File: config.mk
export PLATFORM = sky130hd
export DESIGN_NAME = damage_accumulator_flat
export DESIGN_NICKNAME = d
export VERILOG_FILES = /design/src/rtl/damage_accumulator_pkg.sv /design/src/rtl/damage_accumulator_if.sv /design/src/rtl/damage_accumulator_frame_down_counter.sv /design/src/rtl/damage_accumulator.sv /design/src/flat_wrapper.sv
export SDC_FILE = /design/constraint.sdc
export NUM_CORES = 1
export LEC_CHECK = 0
export ABC_AREA = 1
export CAP_MARGIN = 20
export CELL_PAD_IN_SITES_DETAIL_PLACEMENT = 2
export CELL_PAD_IN_SITES_GLOBAL_PLACEMENT = 2
export CORE_MARGIN = 3
export CORE_UTILIZATION = 37
export CTS_CLUSTER_SIZE = 10
export DETAILED_ROUTE_END_ITERATION = 7
export PLACE_DENSITY = 0.95
export SLEW_MARGIN = 10
export SYNTH_ARGS = -nofsm -noshare
export SYNTH_HDL_FRONTEND = slang
export SYNTH_SLANG_ARGS = --single-unit
File: constraint.sdc
create_clock -name clock -period 11.7 [get_ports clock]
set_input_delay 1.17 -clock clock [delete_from_list [all_inputs] [get_ports clock]]
set_output_delay 1.17 -clock clock [all_outputs]
set_load 0.02 [all_outputs]
File: src/rtl/damage_accumulator_pkg.sv
// damage_accumulator_pkg
// Shared definitions for the damage accumulator and the physics block:
// state encoding, damage clamp, knockback shift and default frame counts.
// No ports; imported with "import damage_accumulator_pkg::*".
package damage_accumulator_pkg;

  typedef enum logic [2:0] {
    ST_ARMED        = 3'd0,
    ST_HITSTUN      = 3'd1,
    ST_WAIT_RELEASE = 3'd2,
    ST_RESPAWN      = 3'd3,
    ST_DEAD         = 3'd4
  } state_e;

  localparam int CNT_W   = 16;
  localparam int STOCK_W = 3;
  localparam int KB_SHIFT = 3;

  localparam logic [7:0]       DMG_CLAMP          = 8'd255;
  localparam logic [CNT_W-1:0] DEF_HITSTUN_FRAMES = 16'd20;
  localparam logic [CNT_W-1:0] DEF_RESPAWN_FRAMES = 16'd120;

  // Saturate the raw 32-bit damage to 8 bits so upper bits never reach the math.
  function automatic logic [7:0] clamp_damage(input logic [31:0] d);
    logic [7:0] r;
    if (d > {24'd0, DMG_CLAMP}) begin
      r = DMG_CLAMP;
    end else begin
      r = d[7:0];
    end
    return r;
  endfunction

endpackage

File: src/rtl/damage_accumulator_if.sv
// damage_accumulator_if
// Bundles the coprocessor-facing inputs and the physics/HUD outputs.
//   damage[31:0], hit, ko, frame_tick       : toward the accumulator
//   percent[31:0], knockback[31:0], hit_pulse,
//   hitstun, stocks[2:0], game_over          : from the accumulator
// master: stimulus/upstream side; slave: the accumulator.
interface damage_accumulator_if;
  import damage_accumulator_pkg::*;

  logic [31:0]        damage;
  logic               hit;
  logic               ko;
  logic               frame_tick;
  logic [31:0]        percent;
  logic [31:0]        knockback;
  logic               hit_pulse;
  logic               hitstun;
  logic [STOCK_W-1:0] stocks;
  logic               game_over;

  modport master (
    output damage, hit, ko, frame_tick,
    input  percent, knockback, hit_pulse, hitstun, stocks, game_over
  );

  modport slave (
    input  damage, hit, ko, frame_tick,
    output percent, knockback, hit_pulse, hitstun, stocks, game_over
  );

endinterface

File: src/rtl/damage_accumulator_frame_down_counter.sv
// frame_down_counter
// Loadable frame counter shared by the HITSTUN and RESPAWN windows.
//   clock, reset : clock and synchronous active-high reset
//   load         : load load_value this cycle (wins over tick)
//   load_value   : frame count to load
//   tick         : one-cycle frame pulse, decrements the count
//   done         : combinational; this tick takes the count from 1 to 0
module frame_down_counter
  import damage_accumulator_pkg::*;
#(
  parameter int W = CNT_W
) (
  input  logic         clock,
  input  logic         reset,
  input  logic         load,
  input  logic [W-1:0] load_value,
  input  logic         tick,
  output logic         done
);

  localparam logic [W-1:0] ONE  = {{(W-1){1'b0}}, 1'b1};
  localparam logic [W-1:0] ZERO = {W{1'b0}};

  logic [W-1:0] count_r;

  // Count register: load has priority so a tick in the load cycle is not counted.
  always_ff @(posedge clock) begin
    if (reset) begin
      count_r <= ZERO;
    end else if (load) begin
      count_r <= load_value;
    end else if (tick && (count_r != ZERO)) begin
      count_r <= count_r - ONE;
    end else begin
      count_r <= count_r;
    end
  end

  assign done = tick & ~load & (count_r == ONE);

endmodule

File: src/rtl/damage_accumulator.sv
// damage_accumulator
// Turns the coprocessor's level-type damage into single hit events, keeps a
// saturating percent, computes knockback, runs hitstun/respawn windows and
// tracks stocks / game over. All outputs are registered.
//   clock, reset : clock and synchronous active-high reset
//   bus (slave)  : damage, hit, ko, frame_tick in;
//                  percent, knockback, hit_pulse, hitstun, stocks, game_over out
module damage_accumulator
  import damage_accumulator_pkg::*;
#(
  parameter logic [31:0]        MAX_PERCENT    = 32'd999,
  parameter logic [CNT_W-1:0]   HITSTUN_FRAMES = DEF_HITSTUN_FRAMES,
  parameter logic [CNT_W-1:0]   RESPAWN_FRAMES = DEF_RESPAWN_FRAMES,
  parameter logic [STOCK_W-1:0] START_STOCKS   = 3'd3,
  parameter logic [31:0]        KB_BASE        = 32'd8
) (
  input  logic                 clock,
  input  logic                 reset,
  damage_accumulator_if.slave  bus
);

  state_e             state_r, next_state_s;
  logic [31:0]        percent_r, percent_n_s;
  logic [31:0]        knockback_r, knockback_n_s;
  logic               hit_pulse_r, hit_pulse_n_s;
  logic               hitstun_r;
  logic [STOCK_W-1:0] stocks_r, stocks_n_s;
  logic               game_over_r, game_over_n_s;

  logic               cnt_load_s;
  logic [CNT_W-1:0]   cnt_value_s;
  logic               cnt_done_s;

  logic [7:0]         dmg_c_s;
  logic [31:0]        p_sum_s;
  logic [31:0]        p_new_s;
  logic [63:0]        kb_prod_s;
  logic               accept_s;
  logic               ko_live_s;

  // percent never exceeds MAX_PERCENT, so the 32-bit sum cannot wrap.
  assign dmg_c_s   = clamp_damage(bus.damage);
  assign p_sum_s   = percent_r + {24'd0, dmg_c_s};
  assign p_new_s   = (p_sum_s > MAX_PERCENT) ? MAX_PERCENT : p_sum_s;
  assign kb_prod_s = 64'(p_new_s) * 64'(dmg_c_s);

  assign accept_s  = (state_r == ST_ARMED) & bus.hit & (bus.damage != 32'd0) & ~bus.ko;
  assign ko_live_s = bus.ko & ((state_r == ST_ARMED) | (state_r == ST_HITSTUN) |
                               (state_r == ST_WAIT_RELEASE));

  frame_down_counter #(.W(CNT_W)) u_frame_cnt (
    .clock      (clock),
    .reset      (reset),
    .load       (cnt_load_s),
    .load_value (cnt_value_s),
    .tick       (bus.frame_tick),
    .done       (cnt_done_s)
  );

  // Next-state and next-output logic; ko outranks every hit or timer event.
  always_comb begin
    next_state_s  = state_r;
    percent_n_s   = percent_r;
    knockback_n_s = knockback_r;
    hit_pulse_n_s = 1'b0;
    stocks_n_s    = stocks_r;
    game_over_n_s = game_over_r;
    cnt_load_s    = 1'b0;
    cnt_value_s   = HITSTUN_FRAMES;

    if (ko_live_s) begin
      stocks_n_s    = stocks_r - 3'd1;
      percent_n_s   = 32'd0;
      knockback_n_s = 32'd0;
      if (stocks_r == 3'd1) begin
        next_state_s  = ST_DEAD;
        game_over_n_s = 1'b1;
      end else begin
        next_state_s = ST_RESPAWN;
        cnt_load_s   = 1'b1;
        cnt_value_s  = RESPAWN_FRAMES;
      end
    end else begin
      case (state_r)
        ST_ARMED: begin
          if (accept_s) begin
            percent_n_s   = p_new_s;
            knockback_n_s = KB_BASE + 32'(kb_prod_s >> KB_SHIFT);
            hit_pulse_n_s = 1'b1;
            cnt_load_s    = 1'b1;
            cnt_value_s   = HITSTUN_FRAMES;
            next_state_s  = ST_HITSTUN;
          end else begin
            next_state_s = ST_ARMED;
          end
        end
        ST_HITSTUN: begin
          if (cnt_done_s) begin
            next_state_s = ST_WAIT_RELEASE;
          end else begin
            next_state_s = ST_HITSTUN;
          end
        end
        // Held attacks keep damage non-zero; wait for it to drop before re-arming.
        ST_WAIT_RELEASE: begin
          if (bus.damage == 32'd0) begin
            next_state_s = ST_ARMED;
          end else begin
            next_state_s = ST_WAIT_RELEASE;
          end
        end
        ST_RESPAWN: begin
          if (cnt_done_s) begin
            next_state_s = ST_ARMED;
          end else begin
            next_state_s = ST_RESPAWN;
          end
        end
        ST_DEAD: begin
          next_state_s = ST_DEAD;
        end
        default: begin
          next_state_s = ST_ARMED;
        end
      endcase
    end
  end

  // State and output registers; hitstun is decoded from the next state so it
  // lines up with the state it describes.
  always_ff @(posedge clock) begin
    if (reset) begin
      state_r     <= ST_ARMED;
      percent_r   <= 32'd0;
      knockback_r <= 32'd0;
      hit_pulse_r <= 1'b0;
      hitstun_r   <= 1'b0;
      stocks_r    <= START_STOCKS;
      game_over_r <= 1'b0;
    end else begin
      state_r     <= next_state_s;
      percent_r   <= percent_n_s;
      knockback_r <= knockback_n_s;
      hit_pulse_r <= hit_pulse_n_s;
      hitstun_r   <= (next_state_s == ST_HITSTUN) | (next_state_s == ST_RESPAWN);
      stocks_r    <= stocks_n_s;
      game_over_r <= game_over_n_s;
    end
  end

  assign bus.percent   = percent_r;
  assign bus.knockback = knockback_r;
  assign bus.hit_pulse = hit_pulse_r;
  assign bus.hitstun   = hitstun_r;
  assign bus.stocks    = stocks_r;
  assign bus.game_over = game_over_r;

endmodule

File: src/flat_wrapper.sv
// flat-port wrapper written by rule: the top's interface ports become plain ports
module damage_accumulator_flat import damage_accumulator_pkg::*;
#(
  parameter logic [31:0]        MAX_PERCENT    = 32'd999,
  parameter logic [CNT_W-1:0]   HITSTUN_FRAMES = DEF_HITSTUN_FRAMES,
  parameter logic [CNT_W-1:0]   RESPAWN_FRAMES = DEF_RESPAWN_FRAMES,
  parameter logic [STOCK_W-1:0] START_STOCKS   = 3'd3,
  parameter logic [31:0]        KB_BASE        = 32'd8
)
  (clock, reset, bus_damage, bus_hit, bus_ko, bus_frame_tick, bus_percent, bus_knockback, bus_hit_pulse, bus_hitstun, bus_stocks, bus_game_over);
  damage_accumulator_if bus_i ();
  input  logic clock;
  input  logic reset;
  input wire logic [$bits(bus_i.damage)-1:0] bus_damage;
  input wire logic [$bits(bus_i.hit)-1:0] bus_hit;
  input wire logic [$bits(bus_i.ko)-1:0] bus_ko;
  input wire logic [$bits(bus_i.frame_tick)-1:0] bus_frame_tick;
  output wire logic [$bits(bus_i.percent)-1:0] bus_percent;
  output wire logic [$bits(bus_i.knockback)-1:0] bus_knockback;
  output wire logic [$bits(bus_i.hit_pulse)-1:0] bus_hit_pulse;
  output wire logic [$bits(bus_i.hitstun)-1:0] bus_hitstun;
  output wire logic [$bits(bus_i.stocks)-1:0] bus_stocks;
  output wire logic [$bits(bus_i.game_over)-1:0] bus_game_over;
  assign bus_i.damage = bus_damage;
  assign bus_i.hit = bus_hit;
  assign bus_i.ko = bus_ko;
  assign bus_i.frame_tick = bus_frame_tick;
  assign bus_percent = bus_i.percent;
  assign bus_knockback = bus_i.knockback;
  assign bus_hit_pulse = bus_i.hit_pulse;
  assign bus_hitstun = bus_i.hitstun;
  assign bus_stocks = bus_i.stocks;
  assign bus_game_over = bus_i.game_over;
  damage_accumulator #(.MAX_PERCENT(MAX_PERCENT), .HITSTUN_FRAMES(HITSTUN_FRAMES), .RESPAWN_FRAMES(RESPAWN_FRAMES), .START_STOCKS(START_STOCKS), .KB_BASE(KB_BASE)) u_core (.clock(clock), .reset(reset), .bus(bus_i));
endmodule
Figure 1. Metal 4.
Bar = 50 um.
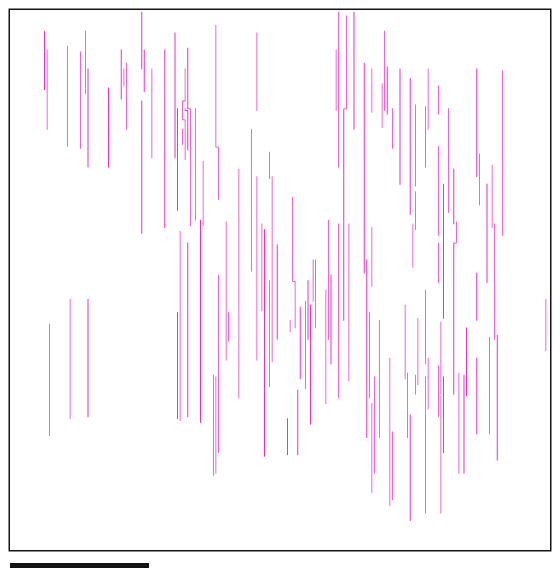
longest straight run: 82.3 um
share of all routed wire: 6.5%
wire length on this layer: 4190 um
nets with wire on the layer: 112

Figure 2. Gate-type map.
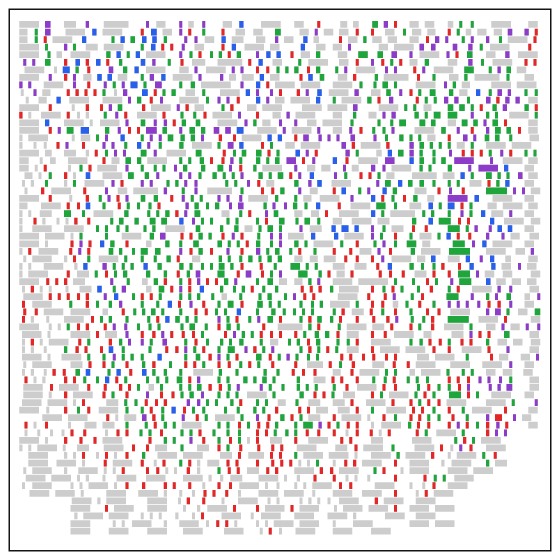
[blue] aoi and oai cells | cells: 100
[red] inv cells | cells: 508 | where: widely spread
[purple] nor cells | cells: 294
[green] nand cells | cells: 659

==> out/metrics.cfg <==
[final_layout]
logic_area_um2 = 9960
drive_gt1_frac = 0.02831
utilization = 0.4501
largestClassByArea = multi-input combinational cells
nNonClkInverters = 508
final_design_area_no_fill_um2 = 15620
clockBufferCount = 11
syn2layout_area_growth_pct = 19.16
seq_share = 0.1140
lay_top_cells = inv_1, nand2_1, nor2_1, fa_1, conb_1
signal_buffers = 109

[cts]
cts_max_level = 3
numCtsBuffers = 9
clock_path_buffers = 2

[setup_path]
arrival_ps = 11530
critical_path.top_delay_family = simple AND/OR/NAND/NOR gates
crit_path_start_kind = input pin
worstRegToRegCells = 35

[synth]
async_flop_share = 0
common_cells = inv_1, nand2_1, nor2_1
ys_sh_mux = 0
edf_count = 0
syn_inst = 1960
yosys-stat-cells = 1960
avgSynthCellArea_um2 = 6.689
ys_seq_share = 0.1359

[sta]
max_slew_margin = 0.3587
final_hold_viol_count = 0
worstMarginPinSlew_ps = 961.9
tns_ps = 0
finalClockPeriodUsage = 0.9628

[global_route]
grt_pass1_vias = 17130
grt_max_degree = 87

[outcome]
outcome = finished, final reports clean

[routing]
wl_per_cell_um = 24.22

[floorplanning]
rows = 68
dieArea_um2 = 37730
fp_util = 0.3777

[worst_hold_path]
holdPathStages = 2

